--- src/rtl/psrv32_pkg.sv ---
// Shared PSRV32 core definitions: register address width, x0 and pipeline
// sequencing states.
package psrv32_pkg;

  localparam int REG_ADDR_W = 5;
  localparam logic [REG_ADDR_W-1:0] REG_X0 = '0;

  typedef enum logic [1:0] {
    RUN       = 2'd0,
    DMEM_WAIT = 2'd1,
    REDIRECT  = 2'd2,
    ERROR     = 2'd3
  } pipe_state_t;

endpackage

--- src/rtl/hazard_detect.sv ---
// Load-use hazard comparator: the instruction in ID reads a register that the
// load currently in EX has not yet produced.
module hazard_detect
  import psrv32_pkg::*;
(
  input  logic [REG_ADDR_W-1:0] rs1,
  input  logic [REG_ADDR_W-1:0] rs2,
  input  logic                  uses_rs1,
  input  logic                  uses_rs2,
  input  logic [REG_ADDR_W-1:0] rd,
  input  logic                  mem_read,
  output logic                  load_use
);

  logic rs1_hit;
  logic rs2_hit;

  assign rs1_hit  = uses_rs1 & (rs1 == rd);
  assign rs2_hit  = uses_rs2 & (rs2 == rd);
  // x0 is never written, so a load targeting it cannot create a dependency.
  assign load_use = mem_read & (rd != REG_X0) & (rs1_hit | rs2_hit);

endmodule

--- src/rtl/pipeline_ctrl.sv ---
// PSRV32 pipeline sequencing controller: stage enables/flushes for load-use,
// data-memory wait states with timeout, and branch/jump redirects.
module pipeline_ctrl
  import psrv32_pkg::*;
#(
  parameter int IMEM_LAT     = 1,
  parameter int DMEM_TIMEOUT = 255,
  parameter int CNT_W        = 32
) (
  input  logic                  clk_i,
  input  logic                  rst_i,
  input  logic [REG_ADDR_W-1:0] id_rs1_i,
  input  logic [REG_ADDR_W-1:0] id_rs2_i,
  input  logic                  id_uses_rs1_i,
  input  logic                  id_uses_rs2_i,
  input  logic [REG_ADDR_W-1:0] ex_rd_i,
  input  logic                  ex_mem_read_i,
  input  logic                  ex_branch_taken_i,
  input  logic                  ex_jump_i,
  input  logic                  dmem_req_i,
  input  logic                  dmem_ack_i,
  output logic                  pc_en_o,
  output logic                  if_id_en_o,
  output logic                  id_ex_en_o,
  output logic                  ex_mem_en_o,
  output logic                  if_id_flush_o,
  output logic                  id_ex_flush_o,
  output logic                  mem_wb_bubble_o,
  output logic                  err_o,
  output logic [1:0]            state_o,
  output logic [CNT_W-1:0]      stall_cnt_o,
  output logic [CNT_W-1:0]      flush_cnt_o
);

  localparam bit          HAS_DROP = (IMEM_LAT > 0);
  localparam logic [2:0]  DROP_LD  = 3'(IMEM_LAT);
  localparam logic [15:0] WAIT_MAX = 16'(DMEM_TIMEOUT);

  pipe_state_t      state;
  logic [15:0]      wait_cnt;
  logic [15:0]      wait_inc;
  logic [2:0]       drop_cnt;
  logic [CNT_W-1:0] stall_cnt;
  logic [CNT_W-1:0] flush_cnt;

  logic load_use;
  logic dmem_stall;
  logic redirect;
  logic freeze;
  logic take_redirect;
  logic take_lu;
  logic drop_fetch;

  hazard_detect u_hazard (
    .rs1      (id_rs1_i),
    .rs2      (id_rs2_i),
    .uses_rs1 (id_uses_rs1_i),
    .uses_rs2 (id_uses_rs2_i),
    .rd       (ex_rd_i),
    .mem_read (ex_mem_read_i),
    .load_use (load_use)
  );

  assign wait_inc = wait_cnt + 16'd1;

  // Event decode and Mealy stage controls
  always_comb begin
    dmem_stall    = dmem_req_i & ~dmem_ack_i;
    redirect      = ex_branch_taken_i | ex_jump_i;
    freeze        = 1'b0;
    take_redirect = 1'b0;
    take_lu       = 1'b0;
    drop_fetch    = 1'b0;
    case (state)
      RUN:       freeze = dmem_stall;
      DMEM_WAIT: freeze = ~dmem_ack_i;
      REDIRECT:  freeze = dmem_stall;
      default:   freeze = 1'b0;
    endcase
    if (state != ERROR && !freeze) begin
      take_redirect = redirect;
      take_lu       = ~redirect & load_use & (state != REDIRECT);
      drop_fetch    = ~redirect & (state == REDIRECT);
    end

    pc_en_o         = 1'b1;
    if_id_en_o      = 1'b1;
    id_ex_en_o      = 1'b1;
    ex_mem_en_o     = 1'b1;
    if_id_flush_o   = 1'b0;
    id_ex_flush_o   = 1'b0;
    mem_wb_bubble_o = 1'b0;
    if (rst_i || state == ERROR) begin
      pc_en_o         = 1'b0;
      if_id_en_o      = 1'b0;
      id_ex_en_o      = 1'b0;
      ex_mem_en_o     = 1'b0;
      if_id_flush_o   = 1'b1;
      id_ex_flush_o   = 1'b1;
      mem_wb_bubble_o = 1'b1;
    end else if (freeze) begin
      pc_en_o         = 1'b0;
      if_id_en_o      = 1'b0;
      id_ex_en_o      = 1'b0;
      ex_mem_en_o     = 1'b0;
      mem_wb_bubble_o = 1'b1;
    end else if (take_redirect) begin
      if_id_flush_o = 1'b1;
      id_ex_flush_o = 1'b1;
    end else if (take_lu) begin
      pc_en_o       = 1'b0;
      if_id_en_o    = 1'b0;
      id_ex_flush_o = 1'b1;
    end else if (drop_fetch) begin
      if_id_flush_o = 1'b1;
    end
  end

  // Registered state, internal counts and performance counters
  always_ff @(posedge clk_i) begin
    if (rst_i) begin
      state     <= RUN;
      wait_cnt  <= '0;
      drop_cnt  <= '0;
      stall_cnt <= '0;
      flush_cnt <= '0;
    end else begin
      if (state != ERROR && !pc_en_o) stall_cnt <= stall_cnt + CNT_W'(1);
      if (take_redirect) flush_cnt <= flush_cnt + CNT_W'(1);
      case (state)
        RUN: begin
          if (freeze) begin
            state    <= DMEM_WAIT;
            wait_cnt <= 16'd1;
          end else if (take_redirect && HAS_DROP) begin
            state    <= REDIRECT;
            drop_cnt <= DROP_LD;
          end
        end
        DMEM_WAIT: begin
          if (freeze) begin
            wait_cnt <= wait_inc;
            if (wait_inc == WAIT_MAX) state <= ERROR;
          end else begin
            wait_cnt <= '0;
            if (take_redirect && HAS_DROP) begin
              state    <= REDIRECT;
              drop_cnt <= DROP_LD;
            end else begin
              state <= RUN;
            end
          end
        end
        REDIRECT: begin
          // A frozen pipe keeps the stale fetch in flight, so drop_cnt holds.
          if (take_redirect) begin
            drop_cnt <= DROP_LD;
          end else if (drop_fetch) begin
            drop_cnt <= drop_cnt - 3'd1;
            if (drop_cnt == 3'd1) state <= RUN;
          end
        end
        default: ;
      endcase
    end
  end

  assign err_o       = ~rst_i & (state == ERROR);
  assign state_o     = rst_i ? RUN : state;
  assign stall_cnt_o = rst_i ? '0 : stall_cnt;
  assign flush_cnt_o = rst_i ? '0 : flush_cnt;

endmodule

--- config.mk ---
export PLATFORM = sky130hd
export DESIGN_NAME = pipeline_ctrl
export DESIGN_NICKNAME = d
export VERILOG_FILES = /design/src/rtl/psrv32_pkg.sv /design/src/rtl/hazard_detect.sv /design/src/rtl/pipeline_ctrl.sv
export SDC_FILE = /design/constraint.sdc
export NUM_CORES = 1
export LEC_CHECK = 0
export ABC_AREA = 1
export CORE_ASPECT_RATIO = 1.25
export CORE_MARGIN = 5
export CORE_UTILIZATION = 59
export DETAILED_ROUTE_END_ITERATION = 16
export GPL_TIMING_DRIVEN = 0
export PLACE_DENSITY_LB_ADDON = 0.25
export SYNTH_ARGS = -nofsm -noshare
export SYNTH_HDL_FRONTEND = slang
export SYNTH_SLANG_ARGS = --single-unit
--- constraint.sdc ---
create_clock -name clk_i -period 5.2 [get_ports clk_i]
set_clock_uncertainty 0.2 [all_clocks]
set_input_delay 1.04 -clock clk_i [delete_from_list [all_inputs] [get_ports clk_i]]
set_output_delay 1.04 -clock clk_i [all_outputs]
set_load 0.005 [all_outputs]
==> flow_summary.json <==
{
  "finalCritPeriodShare_pct": 84.8,
  "power_frac_seq_pct": 35.7,
  "vias_per_cell": 5.26,
  "boundaryPins": 98,
  "r2r-start": "state[1]$_SDFFE_PP0P_",
  "cp-endpoint": "stall_cnt_o[25]",
  "setup_tns_ns": 0,
  "post-route-drc-count": 0,
  "tightest_slew_ns": 0.730,
  "grt_start_max_net_pins": 16,
  "buffer_area_share_pct": 15.3,
  "endpoint_kind": "output port",
  "maxPowerGroup": "sequential cells",
  "path_max_fanout": 10,
  "syn_area_mm2": 0.00593,
  "report.final.hold_viol_count": 0,
  "async_flop_share_pct": 0,
  "dr_wl_met2_mm": 8.78,
  "power_leakage_nw": 2.58,
  "placed_area_mm2": 0.00705,
  "ctsHoldBuffers": 0,
  "flops": 85,
  "path_depth": 5,
  "n_all_inverters": 126,
  "grt_pass1_wl_mm": 28.6,
  "min-delay-start": "stall_cnt[31]$_SDFFE_PP0P_",
  "fp_util_pct": 59.6,
  "grt-ovfl-total": 0,
  "seq-cell-share_pct": 23.2,
  "ys_types": 43,
  "top_area_share_pct": 28.7,
  "fin_area_mm2": 0.00735,
  "slew_viol_final": 0,
  "syn_inst": 964,
  "grt_pass1_vias": 6226,
  "max-cap-violations": 0,
  "syn2layout_area_growth_pct": 24.0,
  "lay_top_count": "nand2_1",
  "combPwrFrac_pct": 31.1,
  "globalplace.congestion": 0.989,
  "cts_buffers": 9,
  "utilization_pct": 73.8,
  "ys_cells": 964,
  "n_all_buffers": 129,
  "hold_path_depth": 2,
  "ctsResizeCount": 0,
  "firstDrtPassIters": 5,
  "largestClassByArea": "multi-input combinational cells",
  "r2r-end": "flush_cnt[14]$_SDFFE_PP0P_",
  "yosysTopAreaCell": "dfxtp_1",
  "start_kind": "input pin",
  "startpoint": "rst_i",
  "ys.flops": 85,
  "p_per_area_mw_per_mm2": 271,
  "power.internal_mw": 1.28,
  "path_common_cell": "clkbuf_1",
  "rows": 41,
  "routed_wl_mm": 17.1,
  "slowest_stage": "clkbuf_1",
  "cpPeakStageDelay_ns": 0.62,
  "clk_share_pct": 4.07,
  "switchingPower_uw": 714,
  "seq_area_frac_synth_pct": 28.7,
  "top_cell": "nand2_1",
  "largestRegisters": "flush_cnt (32), stall_cnt (32), wait_cnt (16)",
  "wl_met3_um": 715,
  "worstPathArrival_ns": 3.17,
  "switching_share_pct": 35.8,
  "nets": 1105,
  "drive_gt1_share_pct": 5.95,
  "dieArea_mm2": 0.0122,
  "cp_num_buf_inv": 4,
  "stdcell_count": 1205,
  "clock-root-buffer": "clkbuf_16",
  "vias": 6343,
  "nClkBuffers": 10,
  "grt_setup_unrepaired": "false",
  "syn_nets": 998,
  "critical_path.cell_chain": "clkbuf_1, clkbuf_1, clkbuf_1, nor2_1, clkdlybuf4s50_1",
  "min_path_type": "reg2reg",
  "synth_area_per_cell_um2": 6.15,
  "tool_warnings": 31,
  "grt.met1_usage_pct": 32.6,
  "topCellsByArea": "dfxtp_1 29%, nand2_1 15%, nor2_1 8.8%",
  "dp_cells": 1189,
  "sh_comb_area_pct": 48.9,
  "met3_usage_pct": 3.78,
  "ys_warn_count": 0,
  "critPathTopFamily": "buffers and inverters",
  "tritoncts": "done",
  "clkPwrFrac_pct": 33.2,
  "portBuffers": 96,
  "diodes": 0,
  "logic_gate_count": 720,
  "core_mm2": 0.00995,
  "critPathKind": "in2out",
  "worstPathRequired_ns": 3.96,
  "final_layout_top_logic_cells": "239 x nand2_1, 139 x nor2_1, 123 x inv_1",
  "max_slew_margin_pct": 51.3,
  "status": "completed",
  "clk_pin_slew_ns": 0.07,
  "drt_iter0_drc": 388,
  "fill_cells": 889,
  "hold_end": "stall_cnt[31]$_SDFFE_PP0P_",
  "setup_violations": 0,
  "fmax_ghz": 0.227,
  "nWellTaps": 129,
  "antenna_left": 0,
  "grt_usage_pct": 29.0,
  "edf_count": 0,
  "yosys_area_mm2": 0.00593,
  "m1WireLength_mm": 6.85,
  "finalPower_mw": 2.00,
  "common_cells": "239 x nand2_1, 139 x nor2_1, 123 x inv_1",
  "dr.max_layer_used": "met4",
  "peakVddDrop_mv": 0.194,
  "ff_type": "dfxtp_1",
  "cts.sinks": 85,
  "htree_levels": 3
}
-- cell families (layout without fill, tap and decap cells) --
| kind of cell | Yosys count | count (layout) | share of synthesized area, % |
|---|---|---|---|
| AND-OR/OR-AND | 118 | 118 | 10.4 |
| buffers and inverters | 159 | 271 | 10.7 |
| XOR/XNOR | 51 | 51 | 7.53 |
| flip-flops | 85 | 85 | 28.7 |
| adder cells (fa/ha/maj) | 10 | 10 | 2.11 |
| AND/OR/NAND/NOR | 541 | 541 | 40.5 |
-- stage by stage --
step	hold WS, ns	worst slack (ns)
3_3_place_gp	0.247	0.826
5_1_grt	0.282	0.698
4_1_cts	0.265	0.787
3_5_place_dp	0.254	0.792
2_1_floorplan	0.239	1.98
6_report	0.263	0.789
**Signal wires by layer**

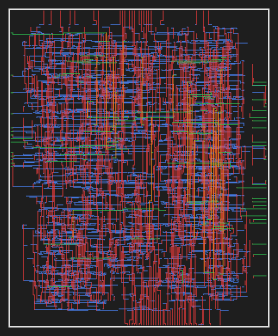
metal 3 -> green  # wire length 715 um
metal 1 -> blue  # wire length 6850 um
metal 2 -> red  # wire length 8780 um
metal 4 -> orange  # wire length 718 um

**Clock network drawn from the DEF**

Bar = 20 um.
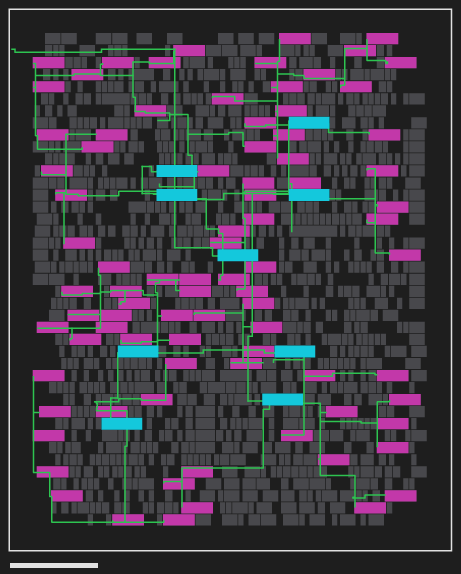
flip-flops -> magenta  # count 85
clock wires -> green  # length 1190 um
clock drivers -> cyan  # count 9
flops lie = spread over the die
routed clock nets = 10
Clk power: 662 uW
Late-Pin Clk Latency: 0.34 ns

**Congestion heat map**

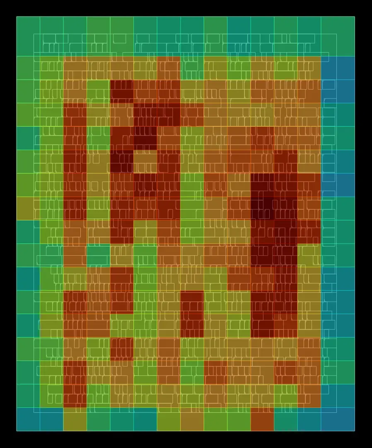
Global Route met2 Usage: 53.2%
routed len/inst: 14.2 um
layer carrying the most global-route usage: met2

**The metal 3 layer**

Bar = 20 um.
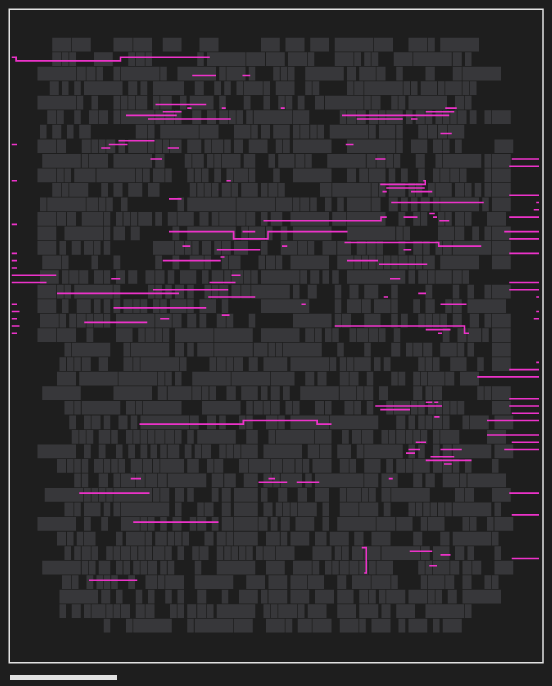
share of all routed wire = 4.2%
main direction = horizontal
wire length on this layer = 715 um
longest straight run = 24.1 um

Power is estimated from default activity; no workload was simulated.
